File: src/rtl/ctrl_pkg.sv
// rtl/ctrl_pkg.sv - state enum, opcode fields, ALU codes and cond codes for ctrl_fsm
// Macro CTRL_ILLEGAL_TRAP_EN adds the S_HALT state.
package ctrl_pkg;

  typedef enum logic [3:0] {
    S_RESET_PC = 4'd0,
    S_FETCH    = 4'd1,
    S_DECODE   = 4'd2,
    S_EXEC     = 4'd3,
    S_WB       = 4'd4,
    S_MEM      = 4'd5,
    S_BRANCH   = 4'd6,
`ifdef CTRL_ILLEGAL_TRAP_EN
    S_PC_INC   = 4'd7,
    S_HALT     = 4'd8
`else
    S_PC_INC   = 4'd7
`endif
  } state_e;

  typedef enum logic [2:0] {
    CL_NOP, CL_ALU, CL_MEM, CL_BRANCH, CL_ILLEGAL
  } op_class_e;

  localparam logic [3:0] OP_RTYPE = 4'b0000;
  localparam logic [3:0] OP_ANDI  = 4'b0001;
  localparam logic [3:0] OP_ORI   = 4'b0010;
  localparam logic [3:0] OP_XORI  = 4'b0011;
  localparam logic [3:0] OP_MEM   = 4'b0100;
  localparam logic [3:0] OP_ADDI  = 4'b0101;
  localparam logic [3:0] OP_SHIFT = 4'b1000;
  localparam logic [3:0] OP_SUBI  = 4'b1001;
  localparam logic [3:0] OP_CMPI  = 4'b1011;
  localparam logic [3:0] OP_BCOND = 4'b1100;
  localparam logic [3:0] OP_MOVI  = 4'b1101;
  localparam logic [3:0] OP_LUI   = 4'b1111;

  localparam logic [3:0] EXT_NOP   = 4'b0000;
  localparam logic [3:0] EXT_AND   = 4'b0001;
  localparam logic [3:0] EXT_OR    = 4'b0010;
  localparam logic [3:0] EXT_XOR   = 4'b0011;
  localparam logic [3:0] EXT_ADD   = 4'b0101;
  localparam logic [3:0] EXT_SUB   = 4'b1001;
  localparam logic [3:0] EXT_CMP   = 4'b1011;
  localparam logic [3:0] EXT_MOV   = 4'b1101;
  localparam logic [3:0] EXT_LOAD  = 4'b0000;
  localparam logic [3:0] EXT_STOR  = 4'b0100;
  localparam logic [3:0] EXT_JCOND = 4'b1100;
  localparam logic [3:0] EXT_LSH   = 4'b0100;

  localparam logic [3:0] ALU_NOP    = 4'd0;
  localparam logic [3:0] ALU_ADD    = 4'd1;
  localparam logic [3:0] ALU_SUB    = 4'd2;
  localparam logic [3:0] ALU_AND    = 4'd3;
  localparam logic [3:0] ALU_OR     = 4'd4;
  localparam logic [3:0] ALU_XOR    = 4'd5;
  localparam logic [3:0] ALU_PASS_B = 4'd6;
  localparam logic [3:0] ALU_LUI    = 4'd7;

  localparam logic [1:0] B_REG  = 2'd0;
  localparam logic [1:0] B_SIGN = 2'd1;
  localparam logic [1:0] B_ONE  = 2'd2;
  localparam logic [1:0] B_ZERO = 2'd3;

  localparam logic [3:0] COND_EQ = 4'b0000;
  localparam logic [3:0] COND_NE = 4'b0001;
  localparam logic [3:0] COND_CS = 4'b0010;
  localparam logic [3:0] COND_CC = 4'b0011;
  localparam logic [3:0] COND_GT = 4'b0110;
  localparam logic [3:0] COND_LE = 4'b0111;
  localparam logic [3:0] COND_LT = 4'b1100;
  localparam logic [3:0] COND_GE = 4'b1101;
  localparam logic [3:0] COND_UC = 4'b1110;

  function automatic op_class_e classify(input logic [3:0] op, input logic [3:0] ext);
    op_class_e cl;
    cl = CL_ILLEGAL;
    case (op)
      OP_RTYPE: begin
        case (ext)
          EXT_NOP: cl = CL_NOP;
          EXT_ADD, EXT_SUB, EXT_CMP, EXT_AND, EXT_OR, EXT_XOR, EXT_MOV: cl = CL_ALU;
          default: cl = CL_ILLEGAL;
        endcase
      end
      OP_ADDI, OP_SUBI, OP_CMPI, OP_ANDI, OP_ORI, OP_XORI, OP_MOVI, OP_LUI: cl = CL_ALU;
      OP_SHIFT: begin
        if ((ext == EXT_LSH) || (ext[3:1] == 3'b000)) cl = CL_ALU;
      end
      OP_MEM: begin
        if ((ext == EXT_LOAD) || (ext == EXT_STOR)) cl = CL_MEM;
        else if (ext == EXT_JCOND) cl = CL_BRANCH;
      end
      OP_BCOND: cl = CL_BRANCH;
      default: cl = CL_ILLEGAL;
    endcase
    return cl;
  endfunction

endpackage

File: src/rtl/ctrl_fsm_cond_eval.sv
// rtl/ctrl_fsm_cond_eval.sv - branch condition code against the ALU flags
module cond_eval
  import ctrl_pkg::*;
(
  input  logic [3:0] cond_i,
  input  logic       flag_c_i,
  input  logic       flag_z_i,
  input  logic       flag_n_i,
  output logic       taken_o
);

  always_comb begin
    taken_o = 1'b0;
    case (cond_i)
      COND_EQ: taken_o = flag_z_i;
      COND_NE: taken_o = ~flag_z_i;
      COND_CS: taken_o = flag_c_i;
      COND_CC: taken_o = ~flag_c_i;
      COND_GT: taken_o = flag_n_i;
      COND_LE: taken_o = ~flag_n_i;
      COND_LT: taken_o = ~flag_n_i & ~flag_z_i;
      COND_GE: taken_o = flag_n_i | flag_z_i;
      COND_UC: taken_o = 1'b1;
      default: taken_o = 1'b0;
    endcase
  end

endmodule

File: src/rtl/ctrl_fsm.sv
// rtl/ctrl_fsm.sv - multicycle control FSM for the 16-bit datapath, owns the memory handshake
// Macro CTRL_ILLEGAL_TRAP_EN: undecoded opcodes trap into HALT and raise illegal_op.
module ctrl_fsm
  import ctrl_pkg::*;
#(
  parameter logic [15:0] PC_RESET    = 16'h0000,
  parameter int unsigned MEM_TIMEOUT = 15
) (
  input  logic        clk,
  input  logic        reset,
  input  logic [15:0] instr_in,
  input  logic        mem_ready,
  input  logic        flag_c,
  input  logic        flag_l,
  input  logic        flag_f,
  input  logic        flag_z,
  input  logic        flag_n,
  output logic        mem_req,
  output logic        mem_we,
  output logic        addr_sel,
  output logic        ir_en,
  output logic        pc_reg_en,
  output logic        src_reg_en,
  output logic        dst_reg_en,
  output logic        imm_reg_en,
  output logic        result_reg_en,
  output logic        sign_en,
  output logic        reg_file_en,
  output logic        flag_en,
  output logic        pc_reg_mux_sel,
  output logic [1:0]  alu_b_sel,
  output logic        reg_imm_sel,
  output logic        shift_alu_sel,
  output logic [3:0]  alu_control,
  output logic        mem_err,
`ifdef CTRL_ILLEGAL_TRAP_EN
  output logic        illegal_op,
`endif
  output logic        busy
);

  // The PC is loaded through ALU PASS_B, so only the constant B inputs (0 or 1) are reachable.
  localparam logic [1:0]  PC_RESET_SRC = (PC_RESET == 16'h0001) ? B_ONE : B_ZERO;
  localparam logic [15:0] TMO_LIMIT    = 16'(MEM_TIMEOUT);
  localparam logic        TMO_ON       = (MEM_TIMEOUT != 0);

  state_e      state_q, state_d;
  logic [11:0] cmd_q, cmd_d;
  logic [15:0] tmo_q, tmo_d;

  logic [3:0]  op, cond, ext;
  op_class_e   op_class;
  logic        taken, tmo_hit, is_cmp, is_stor;
  logic [3:0]  ex_alu;
  logic [1:0]  ex_bsel;
  logic        ex_sign, ex_flag, ex_shift, ex_rimm;
  logic        unused_inputs;

  assign op            = cmd_q[11:8];
  assign cond          = cmd_q[7:4];
  assign ext           = cmd_q[3:0];
  assign op_class      = classify(op, ext);
  assign is_cmp        = (op == OP_CMPI) || ((op == OP_RTYPE) && (ext == EXT_CMP));
  assign is_stor       = (ext == EXT_STOR);
  assign tmo_hit       = TMO_ON && (tmo_q == TMO_LIMIT);
  assign unused_inputs = ^{flag_l, flag_f, instr_in[3:0]};

  cond_eval u_cond_eval (
    .cond_i   (cond),
    .flag_c_i (flag_c),
    .flag_z_i (flag_z),
    .flag_n_i (flag_n),
    .taken_o  (taken)
  );

  always_ff @(posedge clk or posedge reset) begin
    if (reset) begin
      state_q <= S_RESET_PC;
      cmd_q   <= '0;
      tmo_q   <= '0;
    end else begin
      state_q <= state_d;
      cmd_q   <= cmd_d;
      tmo_q   <= tmo_d;
    end
  end

  // EXEC-cycle datapath controls decoded from the latched op/op-ext
  always_comb begin
    ex_alu   = ALU_NOP;
    ex_bsel  = B_REG;
    ex_sign  = 1'b0;
    ex_flag  = 1'b0;
    ex_shift = 1'b0;
    ex_rimm  = 1'b0;
    case (op)
      OP_RTYPE: begin
        case (ext)
          EXT_ADD: begin ex_alu = ALU_ADD; ex_flag = 1'b1; end
          EXT_SUB, EXT_CMP: begin ex_alu = ALU_SUB; ex_flag = 1'b1; end
          EXT_AND: ex_alu = ALU_AND;
          EXT_OR:  ex_alu = ALU_OR;
          EXT_XOR: ex_alu = ALU_XOR;
          EXT_MOV: ex_alu = ALU_PASS_B;
          default: ex_alu = ALU_NOP;
        endcase
      end
      OP_ADDI: begin ex_alu = ALU_ADD; ex_bsel = B_SIGN; ex_sign = 1'b1; ex_flag = 1'b1; end
      OP_SUBI, OP_CMPI: begin ex_alu = ALU_SUB; ex_bsel = B_SIGN; ex_sign = 1'b1; ex_flag = 1'b1; end
      OP_ANDI: begin ex_alu = ALU_AND; ex_bsel = B_SIGN; end
      OP_ORI:  begin ex_alu = ALU_OR;  ex_bsel = B_SIGN; end
      OP_XORI: begin ex_alu = ALU_XOR; ex_bsel = B_SIGN; end
      OP_MOVI: begin ex_alu = ALU_PASS_B; ex_bsel = B_SIGN; ex_sign = 1'b1; end
      OP_LUI:  begin ex_alu = ALU_LUI; ex_bsel = B_SIGN; ex_sign = 1'b1; end
      OP_SHIFT: begin
        ex_shift = 1'b1;
        ex_rimm  = (ext != EXT_LSH);
        ex_sign  = ex_rimm;
      end
      default: ex_alu = ALU_NOP;
    endcase
  end

  always_comb begin
    state_d        = state_q;
    cmd_d          = cmd_q;
    tmo_d          = '0;
    mem_req        = 1'b0;
    mem_we         = 1'b0;
    addr_sel       = 1'b0;
    ir_en          = 1'b0;
    pc_reg_en      = 1'b0;
    src_reg_en     = 1'b0;
    dst_reg_en     = 1'b0;
    imm_reg_en     = 1'b0;
    result_reg_en  = 1'b0;
    sign_en        = 1'b0;
    reg_file_en    = 1'b0;
    flag_en        = 1'b0;
    pc_reg_mux_sel = 1'b0;
    alu_b_sel      = B_REG;
    reg_imm_sel    = 1'b0;
    shift_alu_sel  = 1'b0;
    alu_control    = ALU_NOP;
    mem_err        = 1'b0;
    busy           = 1'b0;
`ifdef CTRL_ILLEGAL_TRAP_EN
    illegal_op     = 1'b0;
`endif
    // Outputs follow reset combinationally so an asserted reset silences the bus at once.
    if (!reset) begin
      case (state_q)
        S_RESET_PC: begin
          busy        = 1'b1;
          pc_reg_en   = 1'b1;
          alu_b_sel   = PC_RESET_SRC;
          alu_control = ALU_PASS_B;
          state_d     = S_FETCH;
        end
        S_FETCH: begin
          mem_req = 1'b1;
          if (mem_ready) begin
            ir_en      = 1'b1;
            src_reg_en = 1'b1;
            dst_reg_en = 1'b1;
            imm_reg_en = 1'b1;
            cmd_d      = instr_in[15:4];
            state_d    = S_DECODE;
          end
        end
        S_DECODE: begin
          busy = 1'b1;
          case (op_class)
            CL_ALU:    state_d = S_EXEC;
            CL_MEM:    state_d = S_MEM;
            CL_BRANCH: state_d = S_BRANCH;
`ifdef CTRL_ILLEGAL_TRAP_EN
            CL_ILLEGAL: state_d = S_HALT;
`endif
            default:   state_d = S_PC_INC;
          endcase
        end
        S_EXEC: begin
          busy          = 1'b1;
          result_reg_en = 1'b1;
          alu_control   = ex_alu;
          alu_b_sel     = ex_bsel;
          sign_en       = ex_sign;
          flag_en       = ex_flag;
          shift_alu_sel = ex_shift;
          reg_imm_sel   = ex_rimm;
          state_d       = is_cmp ? S_PC_INC : S_WB;
        end
        S_WB: begin
          busy        = 1'b1;
          reg_file_en = 1'b1;
          state_d     = S_PC_INC;
        end
        S_MEM: begin
          busy     = 1'b1;
          mem_req  = 1'b1;
          addr_sel = 1'b1;
          mem_we   = is_stor;
          if (mem_ready) begin
            result_reg_en = ~is_stor;
            state_d       = is_stor ? S_PC_INC : S_WB;
          end else if (tmo_hit) begin
            mem_err = 1'b1;
            state_d = S_PC_INC;
          end else begin
            tmo_d = tmo_q + 16'd1;
          end
        end
        S_BRANCH: begin
          busy = 1'b1;
          if (taken) begin
            pc_reg_en = 1'b1;
            if (op == OP_BCOND) begin
              alu_b_sel   = B_SIGN;
              sign_en     = 1'b1;
              alu_control = ALU_ADD;
            end else begin
              alu_b_sel   = B_REG;
              alu_control = ALU_PASS_B;
            end
            state_d = S_FETCH;
          end else begin
            state_d = S_PC_INC;
          end
        end
        S_PC_INC: begin
          busy        = 1'b1;
          pc_reg_en   = 1'b1;
          alu_b_sel   = B_ONE;
          alu_control = ALU_ADD;
          state_d     = S_FETCH;
        end
`ifdef CTRL_ILLEGAL_TRAP_EN
        S_HALT: begin
          busy       = 1'b1;
          illegal_op = 1'b1;
        end
`endif
        default: state_d = S_RESET_PC;
      endcase
    end
  end

endmodule

File: config.mk
export PLATFORM = sky130hd
export DESIGN_NAME = ctrl_fsm
export DESIGN_NICKNAME = d
export VERILOG_FILES = /design/src/rtl/ctrl_pkg.sv /design/src/rtl/ctrl_fsm_cond_eval.sv /design/src/rtl/ctrl_fsm.sv
export SDC_FILE = /design/constraint.sdc
export NUM_CORES = 1
export LEC_CHECK = 0
export CORE_ASPECT_RATIO = 1.5
export CORE_MARGIN = 2
export CORE_UTILIZATION = 35
export DETAILED_ROUTE_END_ITERATION = 6
export PLACE_DENSITY = 0.69
export SLEW_MARGIN = 25
export SYNTH_ARGS = -nofsm -noshare
export SYNTH_HDL_FRONTEND = slang
export SYNTH_SLANG_ARGS = --single-unit
File: constraint.sdc
create_clock -name clk -period 7.8 [get_ports clk]
set_clock_uncertainty 0.2 [all_clocks]
set_input_delay 2.34 -clock clk [delete_from_list [all_inputs] [get_ports clk]]
set_output_delay 2.34 -clock clk [all_outputs]
set_load 0.05 [all_outputs]
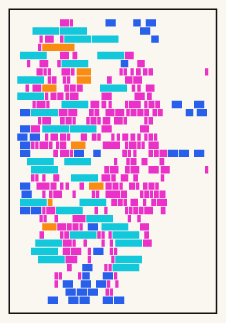
*Cells colored by class*
(3 px per µm)
Magenta stands for all other logic, cells 231, share of their area 50%. Orange stands for clock drivers and dummy loads, cells 8, share of their area 4.6%. Cyan stands for flip-flops, cells 31, share of their area 30%. Blue stands for other buffers and delay cells, cells 41, share of their area 15%.

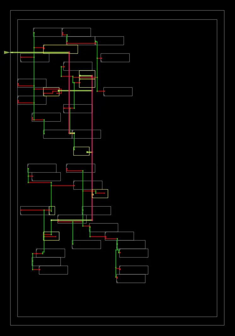
*Clock routing*
CLK BUF: 6
flop count: 31
clk latency late pin: 0.28 ns

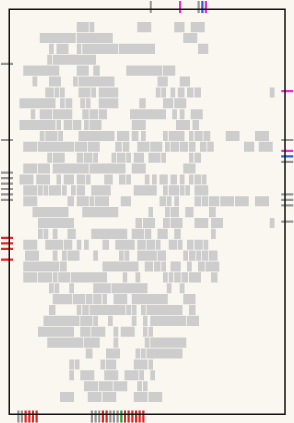
*Pin map*
(4 px per µm) Pins as bars across the die edge, other pins in gray.
Green stands for ir_en, pins 1, direction output, edge bottom. Blue stands for alu_b_sel, pins 2, direction output, edge 1 right, 1 top. Red stands for instr_in, pins 16, direction input, edge 12 bottom, 4 left. Magenta stands for alu_control, pins 4, direction output, edge 2 top, 2 right.
Die H: 101 µm
number of port buffers: 38
Die Width: 68.6 µm

==> Slide: Implementation Results <==
Flow Results at a Glance

STA
  – Final hold viol count: 0
  – Total negative setup slack: 0 ns
  – Post-route clock period utilization: 0.943
  – Hold_ws: 0.257 ns
  – Fmax: 136 MHz
  – Setup WS post-layout: 0.442 ns

Synthesis
  – Register bit total from synthesis: 31
  – Main logic family: simple AND/OR/NAND/NOR gates
  – Gate Count Post-Synth: 285
  – Area share, top type: 0.354
  – Synth top cells by count: 55 x nand2_1, 41 x nor2_1, 31 x dfrtp_1
  – Ys cells: 285
  – YS chip area: 0.00219 mm²
  – Adder Area Share: 0.00572
  – Synth area leaders: dfrtp_1 35%, nand2_1 9.4%, nor2_1 7.0%, xnor2_1 4.0%, a21oi_1 3.2%
  – Post-Syn Area: 0.00219 mm²
  – Post-synthesis mux area share: 0.0143
  – Xor/xnor share: 0.0680
  – Ys async rst share: 1.00
  – Number of enable flip-flop cells: 0
  – Area leader, netlist: dfrtp_1

Layout
  – NumNets Final: 335
  – Fraction of area in multi-input gates: 0.469
  – #MultiIn Comb: 222
  – Non-Clock Buffer Area Fraction: 0.148
  – Antenna diode instance count: 0
  – Largest class: combinational gates
  – Sequential Area: 776 µm²
  – Layout cell share with drive strength beyond 1: 0.0772
  – Clock-cell share of area: 0.0441
  – Nonclk buf count: 41
  – Seq/total area: 0.291
  – Largest register FFs: 16

Routing
  – Vias/cell: 5.41
  – Met3 wire len: 278 µm
  – Routed wire length: 5.33 mm
  – Max Used Layer: met4
  – Post-route ant nets: 0
  – Initial DRC count: 123
  – Pre-antenna DRT Iters: 4
  – Met2 wire len: 2.75 mm

Power
  – Cell area power density: 345 mW/mm²
  – Clock share of power: 0.179
  – Part of the power in registers: 0.332
  – Leak: 1.08 nW
  – Tot Pwr: 0.920 mW
  – Internal power: 0.482 mW
  – P_sw: 0.438 mW
  – Power Combinational: 0.450 mW
  – Logic pwr share: 0.489
  – Peak supply drop: 144 µV
  – Seq pwr: 0.306 mW

Critical path
  – Startpoint Class: input pin
  – Reg2Reg Setup Slack: 5.63 ns
  – Worst-path cell chain: clkdlybuf4s50_1 -> mux2i_1 -> xor2_1 -> or3_1 -> o211ai_2 -> nand4bb_1 -> a21oi_1 -> clkdlybuf4s50_1
  – Critical Path Sink Type: output port
  – Worst-case reg-to-reg path depth: 5
  – Slowest-stage cell, CP: clkdlybuf4s50_1
  – Crit path largest cell delay: 0.83 ns
  – Critical path class: in -> out
  – Bufs and invs on worst path: 2
  – RR Endpoint: state_q[0]

Placement
  – Post-DP HPWL: 3.87 mm
  – Placed insts: 377
  – Pre-CTS WS: 0.447 ns

Clock tree
  – Number of buffers created by CTS: 5
  – Root buf cell: clkbuf_8
  – Hold-fix buffers, CTS: 0
  – Clock transition at path regs: 0.06 ns
  – CTS Sinks: 31
  – Bufs on Longest Clock Path: 2
  – TritonCTS clock tree: done
  – PostCTS Resize Cnt: 0

Floorplanning
  – Rows: 35
  – Core Area: 0.00609 mm²
  – Number of primary I/O pins: 47

Global routing
  – Met2 usage in global routing: 0.278
  – GRT Overall Usage: 0.170
  – Global Route met3 Usage: 0.0268
  – GRT met1 Usage: 0.207
  – Initial antenna violation count: 0
  – Busiest layer in global routing: met2

Hold path
  – HP Start: tmo_q[0]
  – Worst hold path class: reg -> reg
  – Hold path depth: 1

Run status
  – Outcome: finished, final reports clean
Power and IR drop assume default switching activity.
